File: src/rtl/dot_prod_pkg.sv
// Shared widths, latency and output narrowing for the streaming complex dot product.
// CPX_DOT_PROD_SAT_EN selects saturating narrowing; otherwise the value wraps.
package dot_prod_pkg;

    localparam int DOT_LATENCY = 4;
    localparam int WIDE_BITS   = 64;

    typedef struct packed {
        logic signed [WIDE_BITS-1:0] value;
        logic                        ovf;
    } sat_res_t;

    function automatic int sum_width(input int x_bits, input int y_bits, input int max_length);
        return x_bits + y_bits + 1 + $clog2(max_length);
    endfunction

    function automatic sat_res_t sat_trunc(input logic signed [WIDE_BITS-1:0] value, input int out_bits);
        sat_res_t res;
`ifdef CPX_DOT_PROD_SAT_EN
        logic signed [WIDE_BITS-1:0] hi;
        logic signed [WIDE_BITS-1:0] lo;
        hi = (64'sd1 <<< (out_bits - 1)) - 64'sd1;
        lo = -(64'sd1 <<< (out_bits - 1));
        if (value > hi) begin
            res.value = hi;
            res.ovf   = 1'b1;
        end else if (value < lo) begin
            res.value = lo;
            res.ovf   = 1'b1;
        end else begin
            res.value = value;
            res.ovf   = 1'b0;
        end
`else
        // keep only the low out_bits, sign-extended back to full width
        res.value = (value <<< (WIDE_BITS - out_bits)) >>> (WIDE_BITS - out_bits);
        res.ovf   = 1'b0;
`endif
        return res;
    endfunction

endpackage

File: src/rtl/cpx_mult_pip.sv
// Enable-gated complex multiplier: input register, four products, I/Q combine.
// conj selects x*conj(y); outputs are the registered combine stage.
module cpx_mult_pip #(
    parameter int a_bits = 12,
    parameter int b_bits = 12,
    localparam int PW = a_bits + b_bits,
    localparam int CW = PW + 1
) (
    input  logic                     clk,
    input  logic                     rst,
    input  logic                     en,
    input  logic                     conj,
    input  logic signed [a_bits-1:0] xi,
    input  logic signed [a_bits-1:0] xq,
    input  logic signed [b_bits-1:0] yi,
    input  logic signed [b_bits-1:0] yq,
    output logic signed [CW-1:0]     prod_i,
    output logic signed [CW-1:0]     prod_q
);

    logic signed [a_bits-1:0] xi_r, xq_r;
    logic signed [b_bits-1:0] yi_r, yq_r;
    logic                     conj1_r, conj2_r;
    logic signed [PW-1:0]     pii_r, pqq_r, pqi_r, piq_r;
    logic signed [CW-1:0]     pii_s, pqq_s, pqi_s, piq_s;
    logic signed [CW-1:0]     prod_i_r, prod_q_r;

    // sign-extend products to the combine width
    always_comb begin
        pii_s = CW'(pii_r);
        pqq_s = CW'(pqq_r);
        pqi_s = CW'(pqi_r);
        piq_s = CW'(piq_r);
    end

    // three register stages, all frozen while en is low
    always_ff @(posedge clk or posedge rst) begin
        if (rst) begin
            xi_r     <= '0;
            xq_r     <= '0;
            yi_r     <= '0;
            yq_r     <= '0;
            conj1_r  <= 1'b0;
            pii_r    <= '0;
            pqq_r    <= '0;
            pqi_r    <= '0;
            piq_r    <= '0;
            conj2_r  <= 1'b0;
            prod_i_r <= '0;
            prod_q_r <= '0;
        end else if (en) begin
            xi_r     <= xi;
            xq_r     <= xq;
            yi_r     <= yi;
            yq_r     <= yq;
            conj1_r  <= conj;
            pii_r    <= PW'(xi_r) * PW'(yi_r);
            pqq_r    <= PW'(xq_r) * PW'(yq_r);
            pqi_r    <= PW'(xq_r) * PW'(yi_r);
            piq_r    <= PW'(xi_r) * PW'(yq_r);
            conj2_r  <= conj1_r;
            prod_i_r <= conj2_r ? (pii_s + pqq_s) : (pii_s - pqq_s);
            prod_q_r <= conj2_r ? (pqi_s - piq_s) : (pqi_s + piq_s);
        end
    end

    assign prod_i = prod_i_r;
    assign prod_q = prod_q_r;

endmodule

File: src/rtl/cpx_dot_prod_stream.sv
// Streaming complex dot product with runtime length, optional conj(y) and a
// backpressured result port. Output narrowing follows CPX_DOT_PROD_SAT_EN.
module cpx_dot_prod_stream
    import dot_prod_pkg::*;
#(
    parameter int x_bits     = 12,
    parameter int y_bits     = 12,
    parameter int max_length = 256,
    parameter int out_bits   = 24,
    parameter int out_shift  = 0,
    localparam int LW = $clog2(max_length + 1)
) (
    input  logic                       clk,
    input  logic                       rst,
    input  logic [LW-1:0]              len,
    input  logic                       conj,
    input  logic                       in_tvalid,
    output logic                       in_tready,
    input  logic signed [x_bits-1:0]   xi,
    input  logic signed [x_bits-1:0]   xq,
    input  logic signed [y_bits-1:0]   yi,
    input  logic signed [y_bits-1:0]   yq,
    output logic                       out_tvalid,
    input  logic                       out_tready,
    output logic signed [out_bits-1:0] i,
    output logic signed [out_bits-1:0] q,
    output logic                       ovf
);

    localparam int SW = sum_width(x_bits, y_bits, max_length);
    localparam int CW = x_bits + y_bits + 1;
    localparam logic [LW-1:0] MAX_LEN = LW'(max_length);

    logic                       adv_s, first_s, last_s, conj_s;
    logic [LW-1:0]              len_eff_s, cur_len_s, cnt_inc_s;
    logic [LW-1:0]              cnt_r, len_q_r;
    logic                       conj_q_r;
    logic [2:0]                 vld_r, first_r, last_r;
    logic signed [CW-1:0]       prod_i_s, prod_q_s;
    logic signed [SW-1:0]       prod_i_ext_s, prod_q_ext_s;
    logic signed [SW-1:0]       acc_i_r, acc_q_r;
    logic                       done_r;
    logic signed [WIDE_BITS-1:0] shift_i_s, shift_q_s;
    sat_res_t                   sat_i_s, sat_q_s;
    logic                       out_tvalid_r, ovf_r;
    logic signed [out_bits-1:0] i_r, q_r;
    logic                       unused_s;

    assign adv_s     = !out_tvalid_r || out_tready;
    assign in_tready = adv_s;

    // vector length clamp, first/last tagging and conj selection
    always_comb begin
        len_eff_s = len;
        if (len == {LW{1'b0}}) begin
            len_eff_s = LW'(32'd1);
        end else if (len > MAX_LEN) begin
            len_eff_s = MAX_LEN;
        end else begin
            len_eff_s = len;
        end
        first_s   = (cnt_r == {LW{1'b0}});
        cur_len_s = first_s ? len_eff_s : len_q_r;
        conj_s    = first_s ? conj : conj_q_r;
        cnt_inc_s = cnt_r + LW'(32'd1);
        last_s    = (cnt_inc_s == cur_len_s);
    end

    // sample counter; length and conj are latched on the first accepted sample
    always_ff @(posedge clk or posedge rst) begin
        if (rst) begin
            cnt_r    <= {LW{1'b0}};
            len_q_r  <= {LW{1'b0}};
            conj_q_r <= 1'b0;
        end else if (in_tvalid && adv_s) begin
            cnt_r <= last_s ? {LW{1'b0}} : cnt_inc_s;
            if (first_s) begin
                len_q_r  <= len_eff_s;
                conj_q_r <= conj;
            end
        end
    end

    // valid/first/last tags travel alongside the multiplier's three stages
    always_ff @(posedge clk or posedge rst) begin
        if (rst) begin
            vld_r   <= 3'b000;
            first_r <= 3'b000;
            last_r  <= 3'b000;
        end else if (adv_s) begin
            vld_r   <= {vld_r[1:0], in_tvalid};
            first_r <= {first_r[1:0], first_s};
            last_r  <= {last_r[1:0], last_s};
        end
    end

    cpx_mult_pip #(
        .a_bits (x_bits),
        .b_bits (y_bits)
    ) u_mult (
        .clk    (clk),
        .rst    (rst),
        .en     (adv_s),
        .conj   (conj_s),
        .xi     (xi),
        .xq     (xq),
        .yi     (yi),
        .yq     (yq),
        .prod_i (prod_i_s),
        .prod_q (prod_q_s)
    );

    assign prod_i_ext_s = SW'(prod_i_s);
    assign prod_q_ext_s = SW'(prod_q_s);

    // a first sample reloads the accumulator, so vectors run back to back
    always_ff @(posedge clk or posedge rst) begin
        if (rst) begin
            acc_i_r <= '0;
            acc_q_r <= '0;
            done_r  <= 1'b0;
        end else if (adv_s) begin
            done_r <= vld_r[2] && last_r[2];
            if (vld_r[2]) begin
                acc_i_r <= first_r[2] ? prod_i_ext_s : (acc_i_r + prod_i_ext_s);
                acc_q_r <= first_r[2] ? prod_q_ext_s : (acc_q_r + prod_q_ext_s);
            end
        end
    end

    assign shift_i_s = WIDE_BITS'(acc_i_r) >>> out_shift;
    assign shift_q_s = WIDE_BITS'(acc_q_r) >>> out_shift;
    assign sat_i_s   = sat_trunc(shift_i_s, out_bits);
    assign sat_q_s   = sat_trunc(shift_q_s, out_bits);
    assign unused_s  = ^{sat_i_s.value[WIDE_BITS-1:out_bits], sat_q_s.value[WIDE_BITS-1:out_bits]};

    // result register; holds while the consumer stalls
    always_ff @(posedge clk or posedge rst) begin
        if (rst) begin
            out_tvalid_r <= 1'b0;
            i_r          <= '0;
            q_r          <= '0;
            ovf_r        <= 1'b0;
        end else if (adv_s) begin
            out_tvalid_r <= done_r;
            if (done_r) begin
                i_r   <= sat_i_s.value[out_bits-1:0];
                q_r   <= sat_q_s.value[out_bits-1:0];
                ovf_r <= sat_i_s.ovf | sat_q_s.ovf;
            end
        end
    end

    assign out_tvalid = out_tvalid_r;
    assign i          = i_r;
    assign q          = q_r;
    assign ovf        = ovf_r;

endmodule

File: config.mk
export PLATFORM = sky130hd
export DESIGN_NAME = cpx_dot_prod_stream
export DESIGN_NICKNAME = d
export VERILOG_FILES = /design/src/rtl/dot_prod_pkg.sv /design/src/rtl/cpx_mult_pip.sv /design/src/rtl/cpx_dot_prod_stream.sv
export SDC_FILE = /design/constraint.sdc
export NUM_CORES = 2
export LEC_CHECK = 0
export CORE_MARGIN = 5
export CORE_UTILIZATION = 60
export CTS_BUF_LIST = sky130_fd_sc_hd__clkbuf_4 sky130_fd_sc_hd__clkbuf_8
export DETAILED_ROUTE_END_ITERATION = 10
export GPL_TIMING_DRIVEN = 0
export MAX_ROUTING_LAYER = met4
export PLACE_DENSITY = 0.78
export SYNTH_ARGS = -nofsm -noshare
export SYNTH_HDL_FRONTEND = slang
export SYNTH_SLANG_ARGS = --single-unit
File: constraint.sdc
create_clock -name clk -period 30.1 [get_ports clk]
set_input_delay 3.01 -clock clk [delete_from_list [all_inputs] [get_ports clk]]
set_output_delay 3.01 -clock clk [all_outputs]
set_load 0.05 [all_outputs]
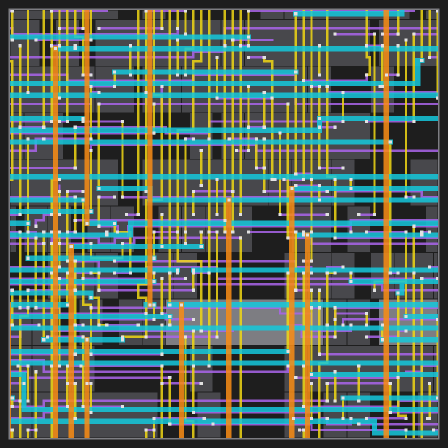
(zoomed window)
Window x 53 to 78, y 185 to 210 µm. Cells in gray, sequential cells in the stronger gray; small squares are vias.
layer	color
metal 3	cyan
metal 4	orange
metal 2	yellow
metal 1	purple
most frequent	nand2_1 (23), inv_1 (10), fa_1 (9)
netlist names of flops here include	`u_mult.yq_r` (1)
sequential cells in the window	1
cells with their middle in the window	58

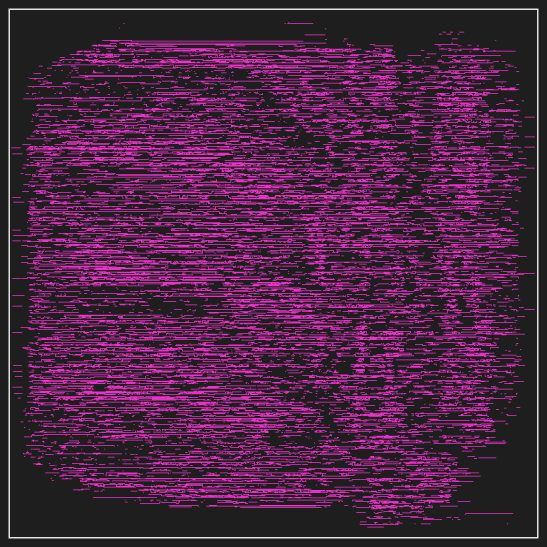
(metal 1)
(2 px per µm)
main direction	horizontal
wire length on this layer	42.7 mm

==> cells in the final DEF, fill, tap and decap left out, drive strengths merged, types with 15 or more instances in the layout <==
cell type / count
a21oi: 201
inv: 701
nor3: 44
o21ai: 202
xor2: 77
xnor2: 148
nand3: 23
a21o: 52
o21bai: 18
clkdlybuf4s50: 110
dfrtp: 320
buf: 17
o21a: 27
nor2: 218
ha: 300
mux2: 51
nand2: 767
nand2b: 46
and3: 19
o31ai: 15
fa: 556
a31oi: 23
and2: 175
nor2b: 20
a211oi: 15
clkbuf: 249
==> kinds of logic after synthesis <==
| kind of cell | Yosys count | share of synthesized area, % |
|---|---|---|
| AND-OR/OR-AND | 606 | 9.49 |
| flip-flops | 320 | 20.8 |
| XOR/XNOR | 225 | 5.11 |
| adder cells (fa/ha/maj) | 856 | 38.6 |
| other | 1 | 0.00972 |
| AND/OR/NAND/NOR | 1360 | 15.7 |
| multiplexers | 62 | 1.77 |
| buffers and inverters | 879 | 8.57 |
==> metrics by stage <==
stage	cells	utilization, %	hold slack, ns
2_1_floorplan	4309	-	0.438
3_3_place_gp	5274	63.5	0.453
3_5_place_dp	5277	63.7	0.463
4_1_cts	5380	65.7	0.480
5_1_grt	5387	65.7	0.498
6_report	5387	65.7	0.473
==> worst max-delay path: cells and delay by family <==
kind / cells / cell delay, ns
buffers and inverters: 5 / 2.97
and+or+nand+nor: 1 / 0.08
==> layout make-up <==
type                            count  area [µm²]  area share [%]
Sequential cell                   320        8010            19.0
Buffer                            179         677            1.61
Timing Repair Buffer              113        1180            2.81
Antenna cell                        7        17.5          0.0416
Tap cell                          855        1070            2.54
Clock inverter                     19         218           0.517
Clock buffer                       84        1050            2.49
Inverter                          700        2640            6.26
Multi-Input combinational cell   3110       27300            64.7
==> registers in the layout (all words and copies together), names as in the netlist, 12 cells and up <==
name	flops
acc_q_r	24
u_mult.prod_i	24
u_mult.piq_r	24
u_mult.xq_r	12
u_mult.pqi_r	24
u_mult.pqq_r	24
q	24
u_mult.prod_q	24
u_mult.pii_r	24
u_mult.yq_r	12
u_mult.yi_r	12
i	24
acc_i_r	24
u_mult.xi_r	12
==> metal layers <==
layer / up-vias / global-route usage, % / routed length, µm
met4: 0 / 16.8 / 7160
met3: 359 / 6.81 / 9840
met2: 1379 / 51.5 / 50400
met5: - / - / 0
li1: 13803 / - / -
met1: 14965 / 41.0 / 42700
==> worst max-delay path by stage <==
stage / cells past startpoint / from / slack (ns) / endpoint
floorplan: 1 / rst / 18.23 / acc_i_r[0]
global placement: 2 / rst / 14.08 / u_mult.pqq_r[19]
detailed placement: 6 / out_tready / 21.13 / in_tready
CTS: 6 / out_tready / 21.12 / in_tready
global route: 6 / out_tready / 20.94 / in_tready
finish: 6 / out_tready / 21.02 / in_tready
==> results.tsv <==
stage	metric	value	unit
final_timing	finalCritPeriodShare	30.2	%
global_route	grt_pass1_vias	31822	
worst_setup_path	regToRegSetupSlack	22.65	ns
die	chipArea	69500	µm²
final_timing	rsz0062_at_grt	false	
final_layout	syn2layout_area_growth	9.19	%
global_route	grt_use_total	33.0	%
worst_setup_path	critPathLaunchType	input pin	
die	chipWidth	264	µm
clock_network	htreeDepth	2	
flow_run	warning_count	28	
worst_hold_path	min_to	u_mult.pqi_r[3]	
clock_network	post-cts-setup-buffers	0	
final_timing	tightest_slew	1.27	ns
route	wirelength	110000	µm
route	viasPerCell	5.66	
logic_synthesis	synthDistinctLibCells	82	
global_route	grt_start_max_net_pins	91	
placement	dpl.hpwl	88800	µm
final_layout	fillers	5281	
logic_synthesis	synth_area	38600	µm²
status	status	completed	
logic_synthesis	yosys-stat-area	38600	µm²
logic_synthesis	synth_top_cell_by_count	nand2_1	
logic_synthesis	ys.flop_type	dfrtp_1	
worst_setup_path	endpoint_kind	primary output	
global_route	gr-total-overflow	0	
worst_hold_path	hp-class	flip-flop to flip-flop	
global_route	antenna_found_initial	10	
clock_network	cts_root_buf	clkbuf_8	
worst_setup_path	cp_slowest_cell	clkdlybuf4s50_1	
final_layout	final_nets	5399	
worst_setup_path	rr_endpoint	u_mult.pqq_r[22]	
logic_synthesis	largest_area_cell	fa_1	
logic_synthesis	syn_inst	4309	
die	row_count	93	
clock_network	hold_buffers	0	
logic_synthesis	syn_avg_cell_area	8.95	µm²
die	ios	113	
